Figure 1. Cell placement (run 1).
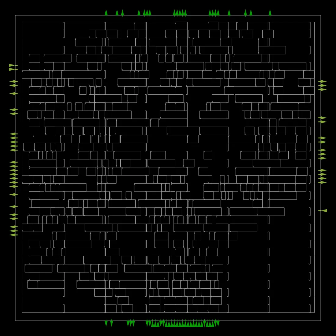
Figure 2. Met3 routing (run 1).
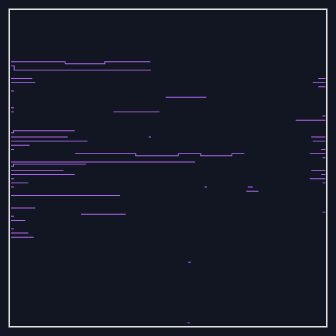
Figure 3. Signal metal coverage by tile (run 1).
The die is cut into 21 by 21 equal tiles; black is low, pale yellow is high, scaled to the fullest tile. Values are wire area over tile area, all layers added.
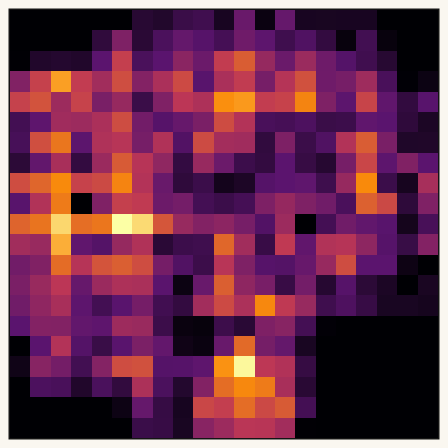
$ cat src/rtl/pipeline_hazard_ctrl_pkg.sv
// Shared definitions for the pipeline hazard controller.
// Holds the FSM encodings, the latency default and the load-use hazard check.
package pipeline_hazard_ctrl_pkg;

  typedef logic [4:0] reg_label_t;

  localparam int unsigned LONG_LATENCY_DEFAULT = 32;
  localparam int unsigned LAT_CNT_W            = 6;

  localparam logic [1:0] ST_IDLE      = 2'd0;
  localparam logic [1:0] ST_LONG_WAIT = 2'd1;
  localparam logic [1:0] ST_LONG_DONE = 2'd2;

  // x0 is hardwired to zero, so a load targeting it can never create a hazard.
  function automatic logic f_load_use(input logic       is_load,
                                      input logic       wb_en,
                                      input reg_label_t rd,
                                      input reg_label_t rs1,
                                      input reg_label_t rs2);
    return is_load & wb_en & (rd != 5'd0) & ((rd == rs1) | (rd == rs2));
  endfunction

endpackage

$ cat src/rtl/pipeline_hazard_ctrl_if.sv
// Pipeline-facing signal bundle of the hazard controller.
// The master modport is the pipeline side; the slave modport is the controller.
interface pipeline_hazard_ctrl_if;
  import pipeline_hazard_ctrl_pkg::*;

  reg_label_t  rs1_label_if_id_i;
  reg_label_t  rs2_label_if_id_i;
  reg_label_t  rd_id_ex_i;
  logic        reg_wb_en_id_ex_i;
  logic        is_load_instruction_id_ex_i;
  logic        is_long_id_ex_i;
  logic        branch_taken_ex_i;
  logic        imem_busywait_i;
  logic        dmem_busywait_i;

  logic        busywait_o;
  logic        stall_if_id_o;
  logic        flush_if_id_o;
  logic        flush_id_ex_o;
  logic [1:0]  hazard_state_o;
  logic [31:0] stall_cycles_o;
  logic [31:0] flush_count_o;

  modport master (
    output rs1_label_if_id_i, rs2_label_if_id_i, rd_id_ex_i, reg_wb_en_id_ex_i,
           is_load_instruction_id_ex_i, is_long_id_ex_i, branch_taken_ex_i,
           imem_busywait_i, dmem_busywait_i,
    input  busywait_o, stall_if_id_o, flush_if_id_o, flush_id_ex_o,
           hazard_state_o, stall_cycles_o, flush_count_o
  );

  modport slave (
    input  rs1_label_if_id_i, rs2_label_if_id_i, rd_id_ex_i, reg_wb_en_id_ex_i,
           is_load_instruction_id_ex_i, is_long_id_ex_i, branch_taken_ex_i,
           imem_busywait_i, dmem_busywait_i,
    output busywait_o, stall_if_id_o, flush_if_id_o, flush_id_ex_o,
           hazard_state_o, stall_cycles_o, flush_count_o
  );

endinterface

$ cat src/rtl/pipeline_hazard_ctrl_perf_counter.sv
// Free-running 32-bit event counter used for the hazard performance statistics.
// Counts one per enabled cycle and wraps silently from all-ones to zero.
module hazard_perf_counter (
  input  logic        clk_i,
  input  logic        rst_i,
  input  logic        en_i,
  output logic [31:0] count_o
);

  logic [31:0] r_count;

  always_ff @(posedge clk_i or negedge rst_i) begin
    if (!rst_i) begin
      r_count <= '0;
    end else if (en_i) begin
      r_count <= r_count + 32'd1;
    end
  end

  assign count_o = r_count;

endmodule

$ cat src/rtl/pipeline_hazard_ctrl.sv
// Pipeline hazard controller: long-op busywait FSM, load-use stall and branch flush
// generation, plus stall/flush performance counters.
module pipeline_hazard_ctrl
  import pipeline_hazard_ctrl_pkg::*;
#(
  parameter int unsigned LONG_LATENCY = LONG_LATENCY_DEFAULT
) (
  input  logic                   clk_i,
  input  logic                   rst_i,
  pipeline_hazard_ctrl_if.slave  bus
);

  // Detection cycle plus LONG_WAIT cycles from LAT_LOAD down to 0 add up to LONG_LATENCY.
  localparam logic [LAT_CNT_W-1:0] LAT_LOAD = LAT_CNT_W'(LONG_LATENCY - 2);

  logic [1:0]           r_state;
  logic [LAT_CNT_W-1:0] r_lat_cnt;

  logic        w_long_req;
  logic        w_busywait;
  logic        w_load_use;
  logic        w_stall;
  logic        w_flush_if;
  logic        w_stall_en;
  logic [31:0] w_stall_cycles;
  logic [31:0] w_flush_count;

  // Gating with reset keeps busywait driven by the memories alone while reset is held.
  assign w_long_req = bus.is_long_id_ex_i & (r_state == ST_IDLE) & rst_i;
  assign w_busywait = bus.imem_busywait_i | bus.dmem_busywait_i | w_long_req |
                      (r_state == ST_LONG_WAIT);
  assign w_load_use = f_load_use(bus.is_load_instruction_id_ex_i, bus.reg_wb_en_id_ex_i,
                                 bus.rd_id_ex_i, bus.rs1_label_if_id_i,
                                 bus.rs2_label_if_id_i);
  assign w_stall    = w_load_use & ~w_busywait & ~bus.branch_taken_ex_i;
  assign w_flush_if = bus.branch_taken_ex_i & ~w_busywait;
  assign w_stall_en = w_busywait | w_stall;

  always_ff @(posedge clk_i or negedge rst_i) begin
    if (!rst_i) begin
      r_state   <= ST_IDLE;
      r_lat_cnt <= '0;
    end else begin
      case (r_state)
        ST_IDLE: begin
          if (bus.is_long_id_ex_i) begin
            r_state   <= ST_LONG_WAIT;
            r_lat_cnt <= LAT_LOAD;
          end
        end
        ST_LONG_WAIT: begin
          if (r_lat_cnt == '0) begin
            r_state <= ST_LONG_DONE;
          end else begin
            r_lat_cnt <= r_lat_cnt - 1'b1;
          end
        end
        // Stay here until ID/EX advances so the same long op cannot retrigger.
        ST_LONG_DONE: begin
          if (!w_busywait) begin
            r_state <= ST_IDLE;
          end
        end
        default: begin
          r_state <= ST_IDLE;
        end
      endcase
    end
  end

  hazard_perf_counter u_stall_cnt (
    .clk_i   (clk_i),
    .rst_i   (rst_i),
    .en_i    (w_stall_en),
    .count_o (w_stall_cycles)
  );

  hazard_perf_counter u_flush_cnt (
    .clk_i   (clk_i),
    .rst_i   (rst_i),
    .en_i    (w_flush_if),
    .count_o (w_flush_count)
  );

  assign bus.busywait_o     = w_busywait;
  assign bus.stall_if_id_o  = w_stall;
  assign bus.flush_if_id_o  = w_flush_if;
  assign bus.flush_id_ex_o  = w_flush_if | w_stall;
  assign bus.hazard_state_o = r_state;
  assign bus.stall_cycles_o = w_stall_cycles;
  assign bus.flush_count_o  = w_flush_count;

endmodule

$ cat src/flat_wrapper.sv
// flat-port wrapper written by rule: the top's interface ports become plain ports
module pipeline_hazard_ctrl_flat import pipeline_hazard_ctrl_pkg::*;
#(
  parameter int unsigned LONG_LATENCY = LONG_LATENCY_DEFAULT
)
  (clk_i, rst_i, bus_rs1_label_if_id_i, bus_rs2_label_if_id_i, bus_rd_id_ex_i, bus_reg_wb_en_id_ex_i, bus_is_load_instruction_id_ex_i, bus_is_long_id_ex_i, bus_branch_taken_ex_i, bus_imem_busywait_i, bus_dmem_busywait_i, bus_busywait_o, bus_stall_if_id_o, bus_flush_if_id_o, bus_flush_id_ex_o, bus_hazard_state_o, bus_stall_cycles_o, bus_flush_count_o);
  pipeline_hazard_ctrl_if bus_i ();
  input  logic clk_i;
  input  logic rst_i;
  input wire logic [$bits(bus_i.rs1_label_if_id_i)-1:0] bus_rs1_label_if_id_i;
  input wire logic [$bits(bus_i.rs2_label_if_id_i)-1:0] bus_rs2_label_if_id_i;
  input wire logic [$bits(bus_i.rd_id_ex_i)-1:0] bus_rd_id_ex_i;
  input wire logic [$bits(bus_i.reg_wb_en_id_ex_i)-1:0] bus_reg_wb_en_id_ex_i;
  input wire logic [$bits(bus_i.is_load_instruction_id_ex_i)-1:0] bus_is_load_instruction_id_ex_i;
  input wire logic [$bits(bus_i.is_long_id_ex_i)-1:0] bus_is_long_id_ex_i;
  input wire logic [$bits(bus_i.branch_taken_ex_i)-1:0] bus_branch_taken_ex_i;
  input wire logic [$bits(bus_i.imem_busywait_i)-1:0] bus_imem_busywait_i;
  input wire logic [$bits(bus_i.dmem_busywait_i)-1:0] bus_dmem_busywait_i;
  output wire logic [$bits(bus_i.busywait_o)-1:0] bus_busywait_o;
  output wire logic [$bits(bus_i.stall_if_id_o)-1:0] bus_stall_if_id_o;
  output wire logic [$bits(bus_i.flush_if_id_o)-1:0] bus_flush_if_id_o;
  output wire logic [$bits(bus_i.flush_id_ex_o)-1:0] bus_flush_id_ex_o;
  output wire logic [$bits(bus_i.hazard_state_o)-1:0] bus_hazard_state_o;
  output wire logic [$bits(bus_i.stall_cycles_o)-1:0] bus_stall_cycles_o;
  output wire logic [$bits(bus_i.flush_count_o)-1:0] bus_flush_count_o;
  assign bus_i.rs1_label_if_id_i = bus_rs1_label_if_id_i;
  assign bus_i.rs2_label_if_id_i = bus_rs2_label_if_id_i;
  assign bus_i.rd_id_ex_i = bus_rd_id_ex_i;
  assign bus_i.reg_wb_en_id_ex_i = bus_reg_wb_en_id_ex_i;
  assign bus_i.is_load_instruction_id_ex_i = bus_is_load_instruction_id_ex_i;
  assign bus_i.is_long_id_ex_i = bus_is_long_id_ex_i;
  assign bus_i.branch_taken_ex_i = bus_branch_taken_ex_i;
  assign bus_i.imem_busywait_i = bus_imem_busywait_i;
  assign bus_i.dmem_busywait_i = bus_dmem_busywait_i;
  assign bus_busywait_o = bus_i.busywait_o;
  assign bus_stall_if_id_o = bus_i.stall_if_id_o;
  assign bus_flush_if_id_o = bus_i.flush_if_id_o;
  assign bus_flush_id_ex_o = bus_i.flush_id_ex_o;
  assign bus_hazard_state_o = bus_i.hazard_state_o;
  assign bus_stall_cycles_o = bus_i.stall_cycles_o;
  assign bus_flush_count_o = bus_i.flush_count_o;
  pipeline_hazard_ctrl #(.LONG_LATENCY(LONG_LATENCY)) u_core (.clk_i(clk_i), .rst_i(rst_i), .bus(bus_i));
endmodule
$ cat config.mk
export PLATFORM = sky130hd
export DESIGN_NAME = pipeline_hazard_ctrl_flat
export DESIGN_NICKNAME = d
export VERILOG_FILES = /design/src/rtl/pipeline_hazard_ctrl_pkg.sv /design/src/rtl/pipeline_hazard_ctrl_if.sv /design/src/rtl/pipeline_hazard_ctrl_perf_counter.sv /design/src/rtl/pipeline_hazard_ctrl.sv /design/src/flat_wrapper.sv
export SDC_FILE = /design/constraint.sdc
export NUM_CORES = 1
export LEC_CHECK = 0
export CAP_MARGIN = 20
export CORE_MARGIN = 2
export CORE_UTILIZATION = 35
export CTS_CLUSTER_SIZE = 25
export DETAILED_ROUTE_END_ITERATION = 16
export SYNTH_ARGS = -nofsm -noshare
export SYNTH_HDL_FRONTEND = slang
export SYNTH_SLANG_ARGS = --single-unit
$ cat constraint.sdc
create_clock -name clk_i -period 6.1 [get_ports clk_i]
set_clock_uncertainty 0.2 [all_clocks]
set_input_delay 1.525 -clock clk_i [delete_from_list [all_inputs] [get_ports clk_i]]
set_output_delay 1.525 -clock clk_i [all_outputs]
set_load 0.02 [all_outputs]
==> CHANGELOG.md, run 1 <==
### Implementation results

* Setup slack, reg-to-reg at between 3000 and 4000 ps
* Layout cells sized above 1 at 5.18%
* Fill cells at about 950
* Most prevalent standard cell on the critical path: clkdlybuf4s50_1
* Area after DPL at ~4500 um^2
* Classification of the worst-slack hold path: flop to flop
* Top cells by area, synth: dfrtp_1 53%, xnor2_1 11%, xor2_1 8.4%
* YS warnings at 0
* Cell Int Power at around 1.1 mW
* Synth flops at 72
* Dominant register cell in the synthesized netlist: dfrtp_1
* HP Start: u_core.u_stall_cnt.count_o[31]$_DFFE_PN0P_
* Inserted Diodes at 0
* Smallest setup slack after layout at a little under 800 ps
* Via count of the first global-routing pass at around 2600
* Maximum single-stage delay on the critical path at 570 ps
* Clock tree from TritonCTS: built
* Cell count after synthesis at 321
* Number of cells traversed by the worst register-to-register path at 6
* Final setup violation count at 0
* First-pass GRT wire length at between 10000 and 15000 um
* Post-layout total power at approximately 1.5 mW
* Pin count of the biggest net entering global routing at between 70 and 80
* Post-CTS setup buffer count at 0
* Dominant delay contributor by cell family on the critical path: buffers and inverters
* Area of the placeable core at between 9000 and 10000 um^2
* Yosys synthesis chip area at approximately 3400 um^2
* Switching component of the power at 490 uW
* Worst-case setup slack after placement at 792 ps
* Ordered list of cells on the worst path: clkdlybuf4s50_1, or4_1, o2111a_1, nand2_1, a21oi_1, clkdlybuf4s50_1
* End of the worst register-to-register path: u_core.u_flush_cnt.count_o[29]$_DFFE_PN0P_
* Total GRT Usage at approximately 15%
* Chip Footprint at between 10000 and 15000 um^2
* Start of the worst register-to-register path: u_core.bus.hazard_state_o[0]$_DFFE_PN0P_
* Distinct cell type count after synthesis at 37
* Initial Utilization at ~35%
* Hold Crit Depth at 1
* Number of design-rule violations left by the first detailed-router iteration at between 40 and 50
* Kind of capture point of the worst setup path: output pin
* Peak supply drop at ~0.23 mV
* Sequential area share after synthesis at around 53%
* Endpoint with the worst hold slack: u_core.u_stall_cnt.count_o[31]$_DFFE_PN0P_
* Proportion of register bits with asynchronous set or reset after synthesis at 100%
* Number of antenna violations at the first check in global routing at 0
* Number of instances in the placed design at around 540
* Number of buffers added by the clock tree synthesis step at 9
* Max Root-Sink Buffers at 2
* Max Clock Freq at between 150 and 200 MHz
* Run status: finished, final reports clean
* Clock slew seen by the registers of the worst setup and hold paths at roughly 70 ps
* Post-synth EDFFs at 0
* Insertion delay of the later-clocked pin in the worst-skew pair at between 300 and 400 ps
* Count of tool warnings at 27
* Proportion of power drawn by flip-flops and latches at between 40% and 50%
* Number of top-level design ports at approximately 93
* Drt pass-1 iters at 4
* Total congestion overflow at 0
* Detail-routed via count per cell at approximately 4.7
* Number of buffer cells added on primary ports at between 90 and 100
* Finished Core Util at between 40% and 50%
* Syn_nets at roughly 350
* Tcrit/Tclk final at between 80% and 90%
* RD Place Congestion at about 0.81
* Yosys Instances at about 320
* Final instance area at 4720 um^2
* Worst slew pin tran at approximately 890 ps
* Cts repair resizes at 0
* Proportion of netlist area held by the largest area contributor at approximately 53%
* CP startpoint kind: input port
* Share of power burned in the clock network at 29.7%
* Hold-fix buffers at CTS at 0
* Count of nets after finishing at 447
* Layout overhead on the synthesized area at 38.0%
* WL per Instance at between 10 and 15 um
* DP Wirelength at 5380 um
* Max Cap Viol at 0
* H-tree depth reported by CTS at 3
* Total buffers and inverters traversed by the critical path at 2
* RSZ-0062 raised after global routing: false
* Tightest hold margin at 268 ps
* Clk sinks at 72
* Final Max-Slew Violation Tally at 0
* Worst endpoint required time at between 4000 and 5000 ps
* Post-detailed-route count of antenna-violating nets at 0
* Mean post-synth cell area at ~11 um^2
* Count of unresolved DRC violations after routing at 0
* Tally of non-filler cells in the final layout at roughly 560
* Max transition margin at between 40 and 50%
* Pleak at slightly below 2 nW
* Cell at the root of the clock tree: clkbuf_8
* Sum of negative setup slack at 0 ps
* Final Routed Wirelength at around 7500 um
* Portion of total power attributed to combinational logic at about 28%
* Yosys top cell by area: dfrtp_1
* Most numerous cell types in the synthesized netlist: 72 x dfrtp_1, 43 x xnor2_1, 36 x nand2_1
* Tmin final at between 5000 and 6000 ps
* Largest fanout of any net on the critical path at 3
* Endpoints failing hold at 0
* Worst Setup Path Type: input port to output pin
* Most popular library cell in the synthesized design by count: dfrtp_1
* Standard cell with the maximum stage delay on the critical path: clkdlybuf4s50_1
* P per Cell Area at approximately 330 nW/um^2
* Die outline width at 103 um
* Syn Std Cell Area at about 3400 um^2
* Worst endpoint data arrival time at 3590 ps
* Switching share of total power at 31.7%
* Total via count in the routed design at 2630
* Die Height at slightly above 100 um
Back to the opening pictures, Figure 1:
sequential portion of the cell area: 38.2%
# rows: 36

Back to the opening pictures, Figure 2:
wire length on this layer: 519 um
main direction: horizontal
share of all routed wire: 6.9%
longest straight run: 59.6 um

Back to the opening pictures, Figure 3:
nearly empty tiles: 17%
mean over tiles: 0.11
emptiest ninth of the die: bottom right

## run 1: worst max path at each step
| stage | startpoint | endpoint | slack [ps] | cells after the start |
|---|---|---|---|---|
| floorplan | bus_rd_id_ex_i[0] | bus_flush_id_ex_o | 1830 | 4 |
| global placement | bus_rd_id_ex_i[0] | bus_flush_id_ex_o | 840 | 6 |
| detailed placement | bus_rd_id_ex_i[0] | bus_flush_id_ex_o | 790 | 6 |
| CTS | bus_rd_id_ex_i[0] | bus_flush_id_ex_o | 790 | 6 |
| global route | bus_rd_id_ex_i[0] | bus_flush_id_ex_o | 710 | 6 |
| finish | bus_rd_id_ex_i[0] | bus_flush_id_ex_o | 790 | 6 |
## run 1: routing by layer
metal | track usage, % | vias up | part of all wire [%]
met1 | 18.8 | 1277 | 44
met3 | 6.98 | 6 | 6.9
li1 | - | 1287 | -
met2 | 24.3 | 60 | 48
met4 | 3.95 | 0 | 0.72
met5 | 0 | - | 0
## run 1: registers in the layout (all words and copies together), names as in the netlist
name,count
u_core.r_lat_cnt,6
u_core.bus.hazard_state_o,2
u_core.u_stall_cnt.count_o,32
u_core.u_flush_cnt.count_o,32
## run 1: cell type report
class	instances	area [um^2]	share of cell area, %
clock buffer	11	141	3.00
clock inverter	5	104	2.20
inverter	5	18.8	0.398
multi-input combinational	239	1560	33.1
sequential	72	1800	38.2
tap	133	166	3.53
timing repair buffer	93	926	19.6
## run 1: power groups by stage
stage               logic (mW)  clock network [mW]  registers, mW
detailed placement       0.440                   0          0.658
global route             0.478               0.499          0.668
CTS                      0.441               0.477          0.653
floorplan                0.172                   0          0.722
finish                   0.433               0.459          0.651
global placement         0.433                   0          0.658
## run 1: worst register-to-register path, cell delays in order, from the launching register on
cell and delay (ps):
dfrtp_1 420, a21oi_1 220, o211ai_2 210, nor3_2 560, and3_1 370, nand3_1 140, xnor2_1 140
## run 1: placed cells by master (no fill, tap or decap), drive strengths merged
cell type | Yosys | final
xnor2 | 43 | 43
clkinv | 0 | 2
nor3 | 12 | 12
o21ai | 4 | 4
and3b | 1 | 1
and3 | 14 | 14
nand2b | 2 | 2
bufinv | 0 | 3
nand4b | 2 | 2
nand3 | 28 | 28
and4 | 2 | 2
nand4bb | 1 | 1
nor2 | 27 | 27
o22ai | 2 | 2
mux2 | 1 | 1
o211ai | 1 | 1
and4bb | 1 | 1
inv | 5 | 5
buf | 3 | 2
nand2 | 36 | 36
o2111a | 1 | 1
nand3b | 1 | 1
clkdlybuf4s50 | 0 | 91
nor3b | 1 | 1
nor4 | 2 | 2
or4 | 1 | 1
and2 | 3 | 3
dfrtp | 72 | 72
clkbuf | 2 | 11
nand4 | 11 | 11
a21oi | 3 | 3
a31o | 1 | 1
ha | 4 | 4
a31oi | 1 | 1
xor2 | 33 | 33
## run 1: cell families (layout without fill, tap and decap cells)
group / after synthesis / in the layout / share of synthesized area, %
simple gates: 145 / 145 / 21.5
xor+xnor: 76 / 76 / 19.5
flops: 72 / 72 / 52.7
compound gates: 13 / 13 / 2.85
buf+inv: 10 / 114 / 1.68
fa+ha+maj: 4 / 4 / 1.46
mux: 1 / 1 / 0.329
--- run 2 (diff from run 1) ---
--- a/config.mk
+++ b/config.mk
@@ -7,9 +7,10 @@
 export LEC_CHECK = 0
 export CAP_MARGIN = 20
 export CORE_MARGIN = 2
-export CORE_UTILIZATION = 35
+export CORE_UTILIZATION = 52
 export CTS_CLUSTER_SIZE = 25
 export DETAILED_ROUTE_END_ITERATION = 16
+export PLACE_DENSITY = 0.93
 export SYNTH_ARGS = -nofsm -noshare
 export SYNTH_HDL_FRONTEND = slang
 export SYNTH_SLANG_ARGS = --single-unit
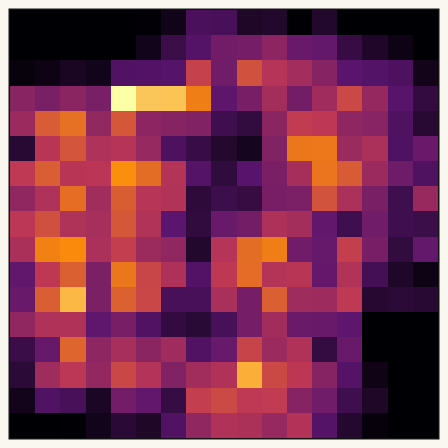
Figure 4: run 2, signal metal coverage by tile.
The die is cut into 17 by 17 equal tiles; black is low, pale yellow is high, scaled to the fullest tile. Values are wire area over tile area, all layers added.
mean over tiles: 0.17
nearly empty tiles: 12%
densest ninth of the die: left middle
tiles over half the peak: 18%

==> run 2 against run 1 <==
Flip-flop count unchanged. Critical path depth unchanged. Wire length up 4.5%. Sequential share of layout area up 1.1 points. Sequential power up 1%. Design area down 2.9%. Area after synthesis unchanged. Clock-buffer cell count unchanged.
==> CHANGELOG.md, run 2 <==
### Implementation results

* Yosys top cell by area: dfrtp_1
* Classification of the worst-slack hold path: flop to flop
* Layout overhead on the synthesized area at 34.0%
* Yosys synthesis chip area at 3420 um^2
* Proportion of netlist area held by the largest area contributor at a little over half
* RD Place Congestion at ~0.82
* Worst Setup Path Type: input port to output pin
* HP Start: u_core.u_flush_cnt.count_o[31]$_DFFE_PN0P_
* Total via count in the routed design at around 2700
* Final setup violation count at 0
* Number of buffers added by the clock tree synthesis step at 9
* Number of buffer cells added on primary ports at 92
* Die Height at roughly 85 um
* Detail-routed via count per cell at roughly 5.5
* Worst endpoint data arrival time at between 3000 and 4000 ps
* Run status: finished, final reports clean
* Worst-case setup slack after placement at 821 ps
* Tcrit/Tclk final at 86.9%
* End of the worst register-to-register path: u_core.u_flush_cnt.count_o[30]$_DFFE_PN0P_
* Insertion delay of the later-clocked pin in the worst-skew pair at around 340 ps
* Chip Footprint at ~7200 um^2
* Count of unresolved DRC violations after routing at 0
* Most numerous cell types in the synthesized netlist: 72 x dfrtp_1, 43 x xnor2_1, 36 x nand2_1
* Start of the worst register-to-register path: u_core.bus.hazard_state_o[0]$_DFFE_PN0P_
* Total congestion overflow at 0
* Total GRT Usage at approximately 22%
* H-tree depth reported by CTS at 3
* Hold Crit Depth at 1
* Drt pass-1 iters at 4
* Peak supply drop at between 0.3 and 0.4 mV
* Kind of capture point of the worst setup path: output pin
* Yosys Instances at between 300 and 400
* Number of design-rule violations left by the first detailed-router iteration at roughly 120
* Distinct cell type count after synthesis at 37
* P per Cell Area at around 320 nW/um^2
* Initial Utilization at ~54%
* Worst slew pin tran at roughly 890 ps
* Max Cap Viol at 0
* Endpoint with the worst hold slack: u_core.u_flush_cnt.count_o[31]$_DFFE_PN0P_
* Post-detailed-route count of antenna-violating nets at 0
* Mean post-synth cell area at between 10 and 15 um^2
* Via count of the first global-routing pass at 2803
* Hold-fix buffers at CTS at 0
* Inserted Diodes at 0
* Area of the placeable core at roughly 6300 um^2
* Worst endpoint required time at roughly 4400 ps
* RSZ-0062 raised after global routing: false
* Clock slew seen by the registers of the worst setup and hold paths at approximately 70 ps
* Most frequent cells in the layout: 91 x clkdlybuf4s50_1, 72 x dfrtp_1, 43 x xnor2_1
* Fill cells at 452
* Number of antenna violations at the first check in global routing at 1
* Setup slack, reg-to-reg at 3690 ps
* Most popular library cell in the synthesized design by count: dfrtp_1
* Sum of negative setup slack at 0 ps
* Sequential area share after synthesis at 52.7%
* Tmin final at roughly 5300 ps
* Number of cells traversed by the worst register-to-register path at 6
* # rows at 29
* YS warnings at 0
* Max transition margin at ~40%
* Die outline width at roughly 85 um
* Post-synth EDFFs at 0
* Cell at the root of the clock tree: clkbuf_8
* Synth flops at ~70
* WL per Instance at ~16 um
* Final Max-Slew Violation Tally at 0
* Count of tool warnings at 27
* CP startpoint kind: input port
* Number of top-level design ports at approximately 93
* Top cells by area, synth: dfrtp_1 53%, xnor2_1 11%, xor2_1 8.4%
* Pin count of the biggest net entering global routing at between 70 and 80
* Layout cells sized above 1 at 5.41%
* Clock tree from TritonCTS: built
* Most common library cell in the layout ignoring fill and taps: clkdlybuf4s50_1
* Smallest setup slack after layout at around 800 ps
* Syn_nets at around 350
* First-pass GRT wire length at 12900 um
* Syn Std Cell Area at between 3000 and 4000 um^2
* Post-CTS setup buffer count at 0
* Clk sinks at slightly above 70
* Max Root-Sink Buffers at 2
* Endpoints failing hold at 0
* Dominant register cell in the synthesized netlist: dfrtp_1
* Max Clock Freq at 189 MHz
* Largest fanout of any net on the critical path at 3
* Final Routed Wirelength at around 7800 um
* Proportion of register bits with asynchronous set or reset after synthesis at 100%
* Count of nets after finishing at ~450
* Cts repair resizes at 0
* DP Wirelength at between 5000 and 6000 um
* Pleak at just under 2 nW
* Cell count after synthesis at 321
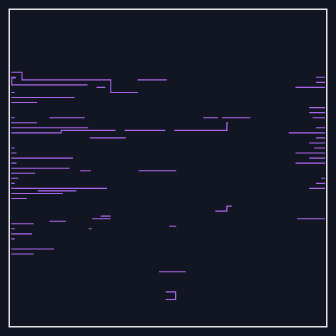
Figure 5: run 2, met3 routing.
main direction: horizontal
longest straight run: 25.5 um

-- run 2: cell counts after synthesis --
No cell type changed its count.
-- run 2: per-layer routing --
metal  GRT usage, %  up-vias  wire length [um]
met5              0        -                13
met4           6.49        2                54
met3           6.61        9               457
met2           37.0       78              3930
met1           28.5     1363              3370
li1               -     1288                 -
-- run 2: how the worst max path moves through the flow --
stage	end	from	cells after the start	slack, ps
after floorplan	bus_flush_id_ex_o	bus_rd_id_ex_i[0]	4	1830
after global placement	bus_flush_id_ex_o	bus_rd_id_ex_i[0]	6	850
after detailed placement	bus_flush_id_ex_o	bus_rd_id_ex_i[0]	6	820
after CTS	bus_flush_id_ex_o	bus_rd_id_ex_i[0]	6	810
after global routing	bus_flush_id_ex_o	bus_rd_id_ex_i[4]	7	680
final	bus_flush_id_ex_o	bus_rd_id_ex_i[0]	6	800
-- run 2: cells by family (layout without fill, tap and decap cells) --
group           count (synthesis)  in the layout  share of synthesized area (%)
simple gates                  145            145                           21.5
mux                             1              1                          0.329
buf+inv                        10            114                           1.68
fa+ha+maj                       4              4                           1.46
xor+xnor                       76             76                           19.5
compound gates                 13             13                           2.85
flops                          72             72                           52.7
-- run 2: through the flow --
step                util (%)  hold slack [ps]  instance area (um^2)  instances  power [mW]
finish                  72.2              270                  4580        502        1.45
detailed placement      69.3              256                  4400        486        1.11
global placement        69.3              256                  4400        486        1.08
CTS                     72.2              270                  4580        502        1.46
global route            72.2              283                  4580        502        1.53
floorplan                  -              281                  3420        321       0.895
-- run 2: cell type report --
type / count / area [um^2] / area share [%]
sequential: 72 / 1800 / 39.3
clock buffer: 11 / 151 / 3.30
inverter: 5 / 18.8 / 0.409
multi-input combinational: 239 / 1560 / 34.1
clock inverter: 5 / 31.3 / 0.682
tap: 77 / 96.3 / 2.10
timing repair buffer: 93 / 923 / 20.1
-- run 2: power breakdown --
group	internal (mW)	switching [mW]
clock network	0.168	0.179
registers	0.560	0.0984
logic	0.211	0.234
total	0.940	0.511
-- run 2: critical path: stages --
cell,delay (ps)
clkdlybuf4s50_1,460
or4_1,550
o2111a_1,290
nand2_1,110
a21oi_1,70
clkdlybuf4s50_1,560
--- run 3 (diff from run 2) ---
--- a/config.mk
+++ b/config.mk
@@ -10,6 +10,7 @@
 export CORE_UTILIZATION = 52
 export CTS_CLUSTER_SIZE = 25
 export DETAILED_ROUTE_END_ITERATION = 16
+export MAX_ROUTING_LAYER = met4
 export PLACE_DENSITY = 0.93
 export SYNTH_ARGS = -nofsm -noshare
 export SYNTH_HDL_FRONTEND = slang
==> constraint.sdc (replaced) <==
create_clock -name clk_i -period 6.1 [get_ports clk_i]
set_clock_uncertainty 0.2 [all_clocks]
set_input_delay 0.915 -clock clk_i [delete_from_list [all_inputs] [get_ports clk_i]]
set_output_delay 0.915 -clock clk_i [all_outputs]
set_load 0.02 [all_outputs]
==> run 3 against run 2 <==
Cell count did not move. Global-route usage rose by 1.2 points. Total power rose by 4.2%. Non-clock buffer count is the same. Critical path depth unchanged. Wire length about the same. Highest routed layer is now met4. Flip-flop count did not move. Via count down 0.84%. Critical path type unchanged. Sequential power barely moved. Clock power up about 20%. Core utilization rose by 0.61 points. Design area grew 0.85%.
==> CHANGELOG.md, run 3 <==
### Implementation results

* Die Height at around 85 um
* Metal3 WL at 411 um
* Area of the placeable core at between 6000 and 7000 um^2
* Worst Setup Path Type: input port to output pin
* YS warnings at 0
* Tcrit/Tclk final at roughly 67%
* First-pass GRT wire length at ~13000 um
* Clk sinks at approximately 72
* Count of tool warnings at 27
* Cell count after synthesis at 321
* Detail-routed via count per cell at 5.41
* Number of design-rule violations left by the first detailed-router iteration at a little under 90
* Yosys top cell by area: dfrtp_1
* Post-layout total power at between 1.5 and 2 mW
* Routed met2 length at between 3000 and 4000 um
* Number of buffers added by the clock tree synthesis step at 9
* Yosys synthesis chip area at approximately 3400 um^2
* Dominant delay contributor by cell family on the critical path: buffers and inverters
* Final setup violation count at 0
* Run status: finished, final reports clean
* Final Max-Slew Violation Tally at 0
* # rows at 29
* Worst endpoint data arrival time at 2940 ps
* Max Root-Sink Buffers at 2
* Proportion of register bits with asynchronous set or reset after synthesis at 100%
* Worst slew pin tran at 896 ps
* Yosys Instances at about 320
* Cell at the root of the clock tree: clkbuf_8
* Max Cap Viol at 0
* Max transition margin at 40.3%
* Total GRT Usage at about a quarter
* RD Place Congestion at roughly 0.83
* Drt pass-1 iters at 4
* Largest fanout of any net on the critical path at 3
* Most popular library cell in the synthesized design by count: dfrtp_1
* Number of buffer cells added on primary ports at 92
* Post-synth EDFFs at 0
* Share of power burned in the clock network at 27.5%
* Classification of the worst-slack hold path: flop to flop
* Tmin final at slightly above 4000 ps
* Count of unresolved DRC violations after routing at 0
* Peak supply drop at 0.314 mV
* Distinct cell type count after synthesis at 37
* Hold-fix buffers at CTS at 0
* Layout cells sized above 1 at ~5.2%
* Max Clock Freq at 246 MHz
* Endpoints failing hold at 0
* Initial Utilization at 53.9%
* Portion of total power attributed to combinational logic at ~29%
* Switching component of the power at ~500 uW
* Clock tree from TritonCTS: built
* Mean post-synth cell area at about 11 um^2
* Clock slew seen by the registers of the worst setup and hold paths at approximately 70 ps
* Most numerous cell types in the synthesized netlist: 72 x dfrtp_1, 43 x xnor2_1, 36 x nand2_1
* Most frequent cells in the layout: 91 x clkdlybuf4s50_1, 72 x dfrtp_1, 43 x xnor2_1
* Hold Crit Depth at 1
* Max Used Layer: met4
* Layout overhead on the synthesized area at 35.1%
* Total buffers and inverters traversed by the critical path at 2
* Chip Footprint at about 7200 um^2
* Final Routed Wirelength at 7830 um
* DP Wirelength at 5630 um
* Fill cells at approximately 450
* Maximum single-stage delay on the critical path at ~560 ps
* Most prevalent standard cell on the critical path: clkdlybuf4s50_1
* Kind of capture point of the worst setup path: output pin
* Ordered list of cells on the worst path: clkdlybuf4s50_1, or4_1, o2111a_1, nand2_1, a21oi_1, clkdlybuf4s50_1
* Proportion of power drawn by flip-flops and latches at a little over two fifths
* Dominant register cell in the synthesized netlist: dfrtp_1
* Tightest hold margin at ~270 ps
* Insertion delay of the later-clocked pin in the worst-skew pair at between 300 and 400 ps
* Finished Core Util at roughly 73%
* Sequential area share after synthesis at 52.7%
* Syn_nets at about 350
* Post-CTS setup buffer count at 0
* Standard cell with the maximum stage delay on the critical path: clkdlybuf4s50_1
* Worst endpoint required time at 4980 ps
run 3: cell count changes in the layout (fill, tap and decap cells not counted), sizes merged:
cell | previous run | this run
bufinv | 0 | 2
clkinv | 4 | 1
clkinvlp | 1 | 2
run 3: logic make-up (layout without fill, tap and decap cells):
| group | Yosys count | count (layout) | synth area share [%] |
|---|---|---|---|
| flops | 72 | 72 | 52.7 |
| compound gates | 13 | 13 | 2.85 |
| buf+inv | 10 | 114 | 1.68 |
| mux | 1 | 1 | 0.329 |
| simple gates | 145 | 145 | 21.5 |
| xor+xnor | 76 | 76 | 19.5 |
| fa+ha+maj | 4 | 4 | 1.46 |
run 3: final timing paths:
kind,end,startpoint,slack (ps)
setup / recovery,bus_flush_id_ex_o,bus_rd_id_ex_i[0],2040
hold / removal,u_core.u_flush_cnt.count_o[31]$_DFFE_PN0P_,u_core.u_flush_cnt.count_o[31]$_DFFE_PN0P_,270
min in group asynchronous,u_core.u_flush_cnt.count_o[21]$_DFFE_PN0P_,rst_i,670
setup reg to reg,u_core.u_flush_cnt.count_o[30]$_DFFE_PN0P_,u_core.bus.hazard_state_o[0]$_DFFE_PN0P_,3660
hold reg to reg,u_core.u_flush_cnt.count_o[31]$_DFFE_PN0P_,u_core.u_flush_cnt.count_o[31]$_DFFE_PN0P_,270
max in group asynchronous,u_core.u_stall_cnt.count_o[12]$_DFFE_PN0P_,rst_i,4450
run 3: final cells by class:
cell class,instances,area share [%]
sequential,72,39.0
multi-input combinational,239,33.8
inverter,5,0.406
timing repair buffer,93,20.0
clock inverter,5,1.73
clock buffer,11,3.06
tap,77,2.08
run 3: power groups by stage:
stage	combinational (mW)	clock (mW)	sequential, mW
2_1_floorplan	0.172	0	0.722
3_3_place_gp	0.424	0	0.656
3_5_place_dp	0.442	0	0.659
4_1_cts	0.444	0.421	0.655
5_1_grt	0.481	0.446	0.668
6_report	0.439	0.415	0.657
run 3: per-stage QoR:
step / instance area, um^2 / std cells / setup WS [ps]
2_1_floorplan: 3420 / 321 / 3050
3_3_place_gp: 4400 / 486 / 2070
3_5_place_dp: 4400 / 486 / 2060
4_1_cts: 4620 / 502 / 2050
5_1_grt: 4620 / 502 / 1970
6_report: 4620 / 502 / 2040
run 3: metal layers:
| metal | vias up | GRT usage (%) |
|---|---|---|
| met5 | - | - |
| met4 | 0 | 7.65 |
| met3 | 10 | 5.45 |
| met2 | 72 | 38.3 |
| met1 | 1350 | 29.2 |
| li1 | 1285 | - |
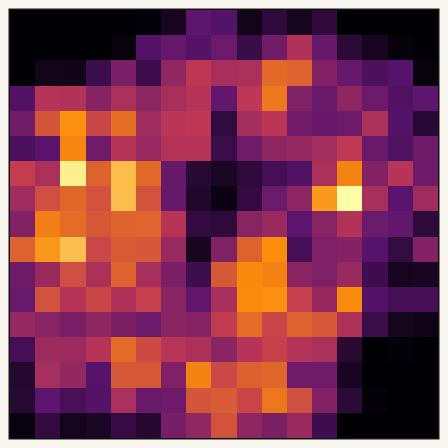
Figure 6: run 3, signal metal coverage by tile.
The die is cut into 17 by 17 equal tiles; black is low, pale yellow is high, scaled to the fullest tile. Values are wire area over tile area, all layers added.
emptiest ninth of the die: bottom right
nearly empty tiles: 10%
densest ninth of the die: left middle
tiles over half the peak: 24%
mean over tiles: 0.17

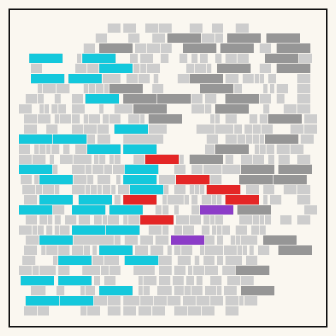
Figure 7: run 3, sequential cells grouped by signal name.
Other sequential cells in the stronger gray, the rest of the logic in the fainter gray.
legend:
  purple:
    netlist_name: u_core.bus.hazard_state_o
    sequential_cells: 2
  cyan:
    netlist_name: u_core.u_stall_cnt.count_o
    sequential_cells: 32
  red:
    netlist_name: u_core.r_lat_cnt
    sequential_cells: 6
    where: middle
not colored: 32

Power is estimated from default activity; no workload was simulated.
